File: config.mk
export PLATFORM = sky130hd
export DESIGN_NAME = mem_port_arbiter_flat
export DESIGN_NICKNAME = d
export VERILOG_FILES = /design/src/rtl/mem_port_arbiter_pkg.sv /design/src/rtl/mem_port_arbiter_if.sv /design/src/rtl/mem_port_arbiter.sv /design/src/flat_wrapper.sv
export SDC_FILE = /design/constraint.sdc
export NUM_CORES = 1
export LEC_CHECK = 0
export CORE_MARGIN = 3
export CORE_UTILIZATION = 40
export CTS_CLUSTER_SIZE = 40
export DETAILED_ROUTE_END_ITERATION = 12
export GPL_ROUTABILITY_DRIVEN = 0
export PLACE_DENSITY = 0.92
export REMOVE_ABC_BUFFERS = 1
export SETUP_SLACK_MARGIN = 0.4
export SKIP_LAST_GASP = 1
export SYNTH_ARGS = -nofsm -noshare
export SYNTH_HDL_FRONTEND = slang
export SYNTH_SLANG_ARGS = --single-unit
File: constraint.sdc
create_clock -name clk -period 6.37 [get_ports clk]
set_clock_uncertainty 0.1 [all_clocks]
set_input_delay 1.274 -clock clk [delete_from_list [all_inputs] [get_ports clk]]
set_output_delay 1.274 -clock clk [all_outputs]
set_load 0.05 [all_outputs]
File: src/rtl/mem_port_arbiter_pkg.sv
// Shared types and the arbitration helper for mem_port_arbiter.
// Struct field widths are the package maximums; the arbiter casts its ports onto them.
package mem_arb_pkg;

  localparam int ARB_ADDR_W               = 32;
  localparam int ARB_DATA_W               = 32;
  localparam int ARB_BE_W                 = ARB_DATA_W / 8;
  localparam int ARB_DEFAULT_STARVE_LIMIT = 4;

  localparam logic [ARB_BE_W-1:0] IF_BE_ALL = '1;

  typedef enum logic [1:0] {
    IDLE = 2'd0,
    REQ  = 2'd1,
    WAIT = 2'd2
  } arb_state_t;

  typedef enum logic {
    OWN_IF = 1'b0,
    OWN_DM = 1'b1
  } arb_owner_t;

  typedef struct packed {
    logic [ARB_ADDR_W-1:0] addr;
    logic                  we;
    logic [ARB_DATA_W-1:0] wdata;
    logic [ARB_BE_W-1:0]   be;
  } mem_req_t;

  // Data side wins by default; a pending fetch wins once it has been starved.
  function automatic arb_owner_t pick_winner(input logic dm_req,
                                             input logic if_req,
                                             input logic starved);
    if (if_req && (starved || !dm_req)) return OWN_IF;
    return OWN_DM;
  endfunction

endpackage

File: src/rtl/mem_port_arbiter_if.sv
// Bus bundle for mem_port_arbiter: fetch side, data side and the shared memory port.
// Optional wait counters appear when MEM_ARB_STATS_EN is defined.
interface mem_port_arbiter_if #(
  parameter int ADDR_W = 32,
  parameter int DATA_W = 32
);

  logic                  if_req;
  logic [ADDR_W-1:0]     if_addr;
  logic                  if_flush;
  logic                  if_gnt;
  logic                  if_rvalid;
  logic [DATA_W-1:0]     if_rdata;

  logic                  dm_req;
  logic                  dm_we;
  logic [ADDR_W-1:0]     dm_addr;
  logic [DATA_W-1:0]     dm_wdata;
  logic [DATA_W/8-1:0]   dm_be;
  logic                  dm_gnt;
  logic                  dm_rvalid;
  logic [DATA_W-1:0]     dm_rdata;

  logic                  mem_req;
  logic                  mem_we;
  logic [ADDR_W-1:0]     mem_addr;
  logic [DATA_W-1:0]     mem_wdata;
  logic [DATA_W/8-1:0]   mem_be;
  logic                  mem_ready;
  logic                  mem_rvalid;
  logic [DATA_W-1:0]     mem_rdata;

`ifdef MEM_ARB_STATS_EN
  logic [31:0]           if_wait_cnt;
  logic [31:0]           dm_wait_cnt;
`endif

  // The arbiter: answers both requesters and masters the memory port.
  modport master (
    input  if_req, if_addr, if_flush,
    input  dm_req, dm_we, dm_addr, dm_wdata, dm_be,
    input  mem_ready, mem_rvalid, mem_rdata,
    output if_gnt, if_rvalid, if_rdata,
    output dm_gnt, dm_rvalid, dm_rdata,
    output mem_req, mem_we, mem_addr, mem_wdata, mem_be
`ifdef MEM_ARB_STATS_EN
    , output if_wait_cnt, dm_wait_cnt
`endif
  );

  // The environment: pipeline requesters plus the memory itself.
  modport slave (
    output if_req, if_addr, if_flush,
    output dm_req, dm_we, dm_addr, dm_wdata, dm_be,
    output mem_ready, mem_rvalid, mem_rdata,
    input  if_gnt, if_rvalid, if_rdata,
    input  dm_gnt, dm_rvalid, dm_rdata,
    input  mem_req, mem_we, mem_addr, mem_wdata, mem_be
`ifdef MEM_ARB_STATS_EN
    , input  if_wait_cnt, dm_wait_cnt
`endif
  );

endinterface

File: src/rtl/mem_port_arbiter.sv
// Shares one memory port between instruction fetch and the load/store unit, one
// transaction in flight. Define MEM_ARB_STATS_EN to add per-requester wait counters.
module mem_port_arbiter
  import mem_arb_pkg::*;
#(
  parameter int ADDR_W       = ARB_ADDR_W,
  parameter int DATA_W       = ARB_DATA_W,
  parameter int STARVE_LIMIT = ARB_DEFAULT_STARVE_LIMIT
) (
  input logic                clk,
  input logic                rst,
  mem_port_arbiter_if.master bus
);

  localparam int               CNT_W      = $clog2(STARVE_LIMIT + 1);
  localparam logic [CNT_W-1:0] STARVE_MAX = CNT_W'(STARVE_LIMIT);

  arb_state_t        state_q, state_d;
  arb_owner_t        owner_q, owner_d;
  logic              discard_q, discard_d;
  logic [CNT_W-1:0]  starve_q, starve_d;
  mem_req_t          req_p1, req_d;
  logic [DATA_W-1:0] if_rdata_p1, dm_rdata_p1;

  logic       rsp_cycle;
  logic       arb_en;
  logic       if_eff;
  logic       starved;
  logic       grant;
  logic       if_gnt_c, dm_gnt_c;
  logic       if_rvalid_c, dm_rvalid_c;
  arb_owner_t winner;

  // A flushed fetch request is treated as absent for this cycle's arbitration.
  assign rsp_cycle = (state_q == WAIT) && bus.mem_rvalid;
  assign arb_en    = !rst && ((state_q == IDLE) || rsp_cycle);
  assign if_eff    = bus.if_req && !bus.if_flush;
  assign starved   = (starve_q == STARVE_MAX);
  assign winner    = pick_winner(bus.dm_req, if_eff, starved);
  assign grant     = arb_en && (bus.dm_req || if_eff);
  assign if_gnt_c  = grant && (winner == OWN_IF);
  assign dm_gnt_c  = grant && (winner == OWN_DM);

  assign if_rvalid_c = rsp_cycle && (owner_q == OWN_IF) && !discard_q && !bus.if_flush;
  assign dm_rvalid_c = rsp_cycle && (owner_q == OWN_DM);

  always_comb begin
    state_d   = state_q;
    owner_d   = owner_q;
    discard_d = discard_q;
    starve_d  = starve_q;
    req_d     = req_p1;

    case (state_q)
      REQ:     if (bus.mem_ready) state_d = WAIT;
      WAIT: begin
        if (bus.mem_rvalid) begin
          state_d   = IDLE;
          discard_d = 1'b0;
        end
      end
      default: state_d = IDLE;
    endcase

    // The memory still completes a flushed fetch; only its response is dropped.
    if (bus.if_flush && (owner_q == OWN_IF) && (state_q != IDLE) && !rsp_cycle)
      discard_d = 1'b1;

    if (if_gnt_c) begin
      state_d   = REQ;
      owner_d   = OWN_IF;
      discard_d = 1'b0;
      starve_d  = '0;
      req_d     = '{addr:  ARB_ADDR_W'(bus.if_addr),
                    we:    1'b0,
                    wdata: '0,
                    be:    IF_BE_ALL};
    end else if (dm_gnt_c) begin
      state_d   = REQ;
      owner_d   = OWN_DM;
      discard_d = 1'b0;
      if (if_eff && !starved) starve_d = starve_q + CNT_W'(1);
      req_d     = '{addr:  ARB_ADDR_W'(bus.dm_addr),
                    we:    bus.dm_we,
                    wdata: ARB_DATA_W'(bus.dm_wdata),
                    be:    ARB_BE_W'(bus.dm_be)};
    end
  end

  // Grant stage: request fields captured here feed the memory port until accepted.
  always_ff @(posedge clk or posedge rst) begin
    if (rst) begin
      state_q     <= IDLE;
      owner_q     <= OWN_IF;
      discard_q   <= 1'b0;
      starve_q    <= '0;
      req_p1      <= '0;
      if_rdata_p1 <= '0;
      dm_rdata_p1 <= '0;
    end else begin
      state_q   <= state_d;
      owner_q   <= owner_d;
      discard_q <= discard_d;
      starve_q  <= starve_d;
      req_p1    <= req_d;
      if (if_rvalid_c) if_rdata_p1 <= bus.mem_rdata;
      if (dm_rvalid_c) dm_rdata_p1 <= bus.mem_rdata;
    end
  end

  assign bus.if_gnt    = if_gnt_c;
  assign bus.dm_gnt    = dm_gnt_c;
  assign bus.if_rvalid = if_rvalid_c;
  assign bus.dm_rvalid = dm_rvalid_c;
  assign bus.if_rdata  = if_rvalid_c ? bus.mem_rdata : if_rdata_p1;
  assign bus.dm_rdata  = dm_rvalid_c ? bus.mem_rdata : dm_rdata_p1;

  assign bus.mem_req   = (state_q == REQ);
  assign bus.mem_we    = req_p1.we;
  assign bus.mem_addr  = ADDR_W'(req_p1.addr);
  assign bus.mem_wdata = DATA_W'(req_p1.wdata);
  assign bus.mem_be    = (DATA_W/8)'(req_p1.be);

`ifdef MEM_ARB_STATS_EN
  logic [31:0] if_wait_q, dm_wait_q;

  always_ff @(posedge clk or posedge rst) begin
    if (rst) begin
      if_wait_q <= '0;
      dm_wait_q <= '0;
    end else begin
      if (bus.if_req && !if_gnt_c && (if_wait_q != '1)) if_wait_q <= if_wait_q + 32'd1;
      if (bus.dm_req && !dm_gnt_c && (dm_wait_q != '1)) dm_wait_q <= dm_wait_q + 32'd1;
    end
  end

  assign bus.if_wait_cnt = if_wait_q;
  assign bus.dm_wait_cnt = dm_wait_q;
`endif

endmodule

File: src/flat_wrapper.sv
// flat-port wrapper written by rule: the top's interface ports become plain ports
module mem_port_arbiter_flat import mem_arb_pkg::*;
#(
  parameter int ADDR_W       = ARB_ADDR_W,
  parameter int DATA_W       = ARB_DATA_W,
  parameter int STARVE_LIMIT = ARB_DEFAULT_STARVE_LIMIT
)
  (clk, rst, bus_if_req, bus_if_addr, bus_if_flush, bus_dm_req, bus_dm_we, bus_dm_addr, bus_dm_wdata, bus_dm_be, bus_mem_ready, bus_mem_rvalid, bus_mem_rdata, bus_if_gnt, bus_if_rvalid, bus_if_rdata, bus_dm_gnt, bus_dm_rvalid, bus_dm_rdata, bus_mem_req, bus_mem_we, bus_mem_addr, bus_mem_wdata, bus_mem_be);
  mem_port_arbiter_if #(.ADDR_W(ADDR_W), .DATA_W(DATA_W)) bus_i ();
  input logic clk;
  input logic rst;
  input wire logic [$bits(bus_i.if_req)-1:0] bus_if_req;
  input wire logic [$bits(bus_i.if_addr)-1:0] bus_if_addr;
  input wire logic [$bits(bus_i.if_flush)-1:0] bus_if_flush;
  input wire logic [$bits(bus_i.dm_req)-1:0] bus_dm_req;
  input wire logic [$bits(bus_i.dm_we)-1:0] bus_dm_we;
  input wire logic [$bits(bus_i.dm_addr)-1:0] bus_dm_addr;
  input wire logic [$bits(bus_i.dm_wdata)-1:0] bus_dm_wdata;
  input wire logic [$bits(bus_i.dm_be)-1:0] bus_dm_be;
  input wire logic [$bits(bus_i.mem_ready)-1:0] bus_mem_ready;
  input wire logic [$bits(bus_i.mem_rvalid)-1:0] bus_mem_rvalid;
  input wire logic [$bits(bus_i.mem_rdata)-1:0] bus_mem_rdata;
  output wire logic [$bits(bus_i.if_gnt)-1:0] bus_if_gnt;
  output wire logic [$bits(bus_i.if_rvalid)-1:0] bus_if_rvalid;
  output wire logic [$bits(bus_i.if_rdata)-1:0] bus_if_rdata;
  output wire logic [$bits(bus_i.dm_gnt)-1:0] bus_dm_gnt;
  output wire logic [$bits(bus_i.dm_rvalid)-1:0] bus_dm_rvalid;
  output wire logic [$bits(bus_i.dm_rdata)-1:0] bus_dm_rdata;
  output wire logic [$bits(bus_i.mem_req)-1:0] bus_mem_req;
  output wire logic [$bits(bus_i.mem_we)-1:0] bus_mem_we;
  output wire logic [$bits(bus_i.mem_addr)-1:0] bus_mem_addr;
  output wire logic [$bits(bus_i.mem_wdata)-1:0] bus_mem_wdata;
  output wire logic [$bits(bus_i.mem_be)-1:0] bus_mem_be;
  assign bus_i.if_req = bus_if_req;
  assign bus_i.if_addr = bus_if_addr;
  assign bus_i.if_flush = bus_if_flush;
  assign bus_i.dm_req = bus_dm_req;
  assign bus_i.dm_we = bus_dm_we;
  assign bus_i.dm_addr = bus_dm_addr;
  assign bus_i.dm_wdata = bus_dm_wdata;
  assign bus_i.dm_be = bus_dm_be;
  assign bus_i.mem_ready = bus_mem_ready;
  assign bus_i.mem_rvalid = bus_mem_rvalid;
  assign bus_i.mem_rdata = bus_mem_rdata;
  assign bus_if_gnt = bus_i.if_gnt;
  assign bus_if_rvalid = bus_i.if_rvalid;
  assign bus_if_rdata = bus_i.if_rdata;
  assign bus_dm_gnt = bus_i.dm_gnt;
  assign bus_dm_rvalid = bus_i.dm_rvalid;
  assign bus_dm_rdata = bus_i.dm_rdata;
  assign bus_mem_req = bus_i.mem_req;
  assign bus_mem_we = bus_i.mem_we;
  assign bus_mem_addr = bus_i.mem_addr;
  assign bus_mem_wdata = bus_i.mem_wdata;
  assign bus_mem_be = bus_i.mem_be;
  mem_port_arbiter #(.ADDR_W(ADDR_W), .DATA_W(DATA_W), .STARVE_LIMIT(STARVE_LIMIT)) u_core (.clk(clk), .rst(rst), .bus(bus_i));
endmodule
==> summary.txt <==
run results: Main synth FF type dfrtp_1, top-count cell post-synth dfrtp_1, met1 usage 26.88%, clk sinks 140, clock buffers 19, most instantiated logic cells after routing clkdlybuf4s50_1, dfrtp_1, mux2_2, # nets final 797, area share of buffers outside the clock network 31.42%, Worst-Skew Late Latency 0.41 ns, total track usage 23.62%, CTS Hold Bufs 0, worst r2r src u_core.starve_q[0], number of global-route vias before repair 4956, Worst slew margin 47.86%, total wire length 17250 µm, OpenROAD warnings 26, initial antenna violation count 0, Area-dominant class flip-flops and latches, logic share of the area 18.33%, CP Launch Type input pin, type of element capturing the critical path output port, CTS tree built, # rows 41, die span in y 122.5 µm, maximum VDD drop 0.3552 mV, flop count 140, Max Fclk 203.4 MHz, die area 0.01501 mm², non-clock inverter count 39, Seq/Total Area, Yosys 64.50%, outcome completed, setup repair after global routing missed its margin no, CP arrival 3.54 ns, Non-Filler Instances 838, Buf+Inv Stages, Crit Path 3, aoi share 13.04%, hold endpoint u_core.bus.mem_be[0], routed vias 4413, Buffers, non-clock 283, hold depth 1
### I/O nets highlighted

Bar = 20 µm.
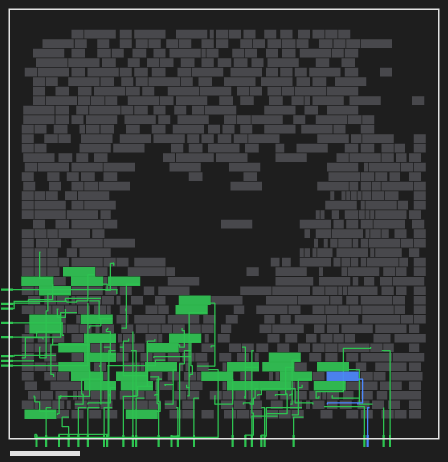
[green] bus_mem_addr | direction: output | end cells: 32 | buffers: 32 | wire: 1280 µm
[blue] bus_mem_we | direction: output | end cells: 1 | buffers: 1 | wire: 27.8 µm
PortBufs: 277
IO Pins: 278

### A small window of the routed layout

Bar = 10 µm. Window x 18 to 43, y 18 to 43 µm. Cells in gray, sequential cells in the stronger gray; small squares are vias.
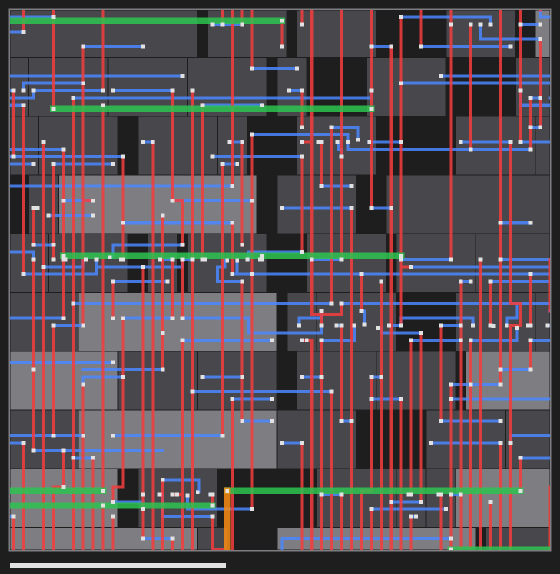
[orange] metal 4
[green] metal 3
[red] metal 2
[blue] metal 1
cells with their middle in the window: 45
sequential cells in the window: 5
netlist names of flops here include: u_core.bus.mem_addr (5)
most frequent: clkdlybuf4s50_1 (23), inv_1 (7), a222oi_1 (6)

### Routing congestion

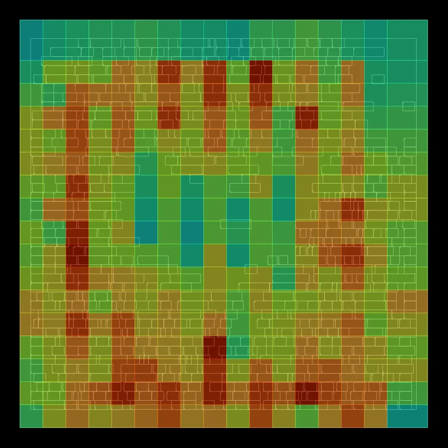
met3 Resource Use GR: 7.097%
met2 usage: 41.36%
GRT busiest layer: met2

### Selected gate families

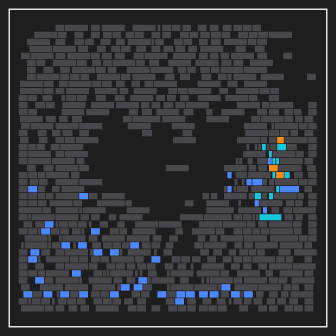
[cyan] nor cells | cells: 11 | where: east
[blue] aoi and oai cells | cells: 40
[orange] and/or cells | cells: 3

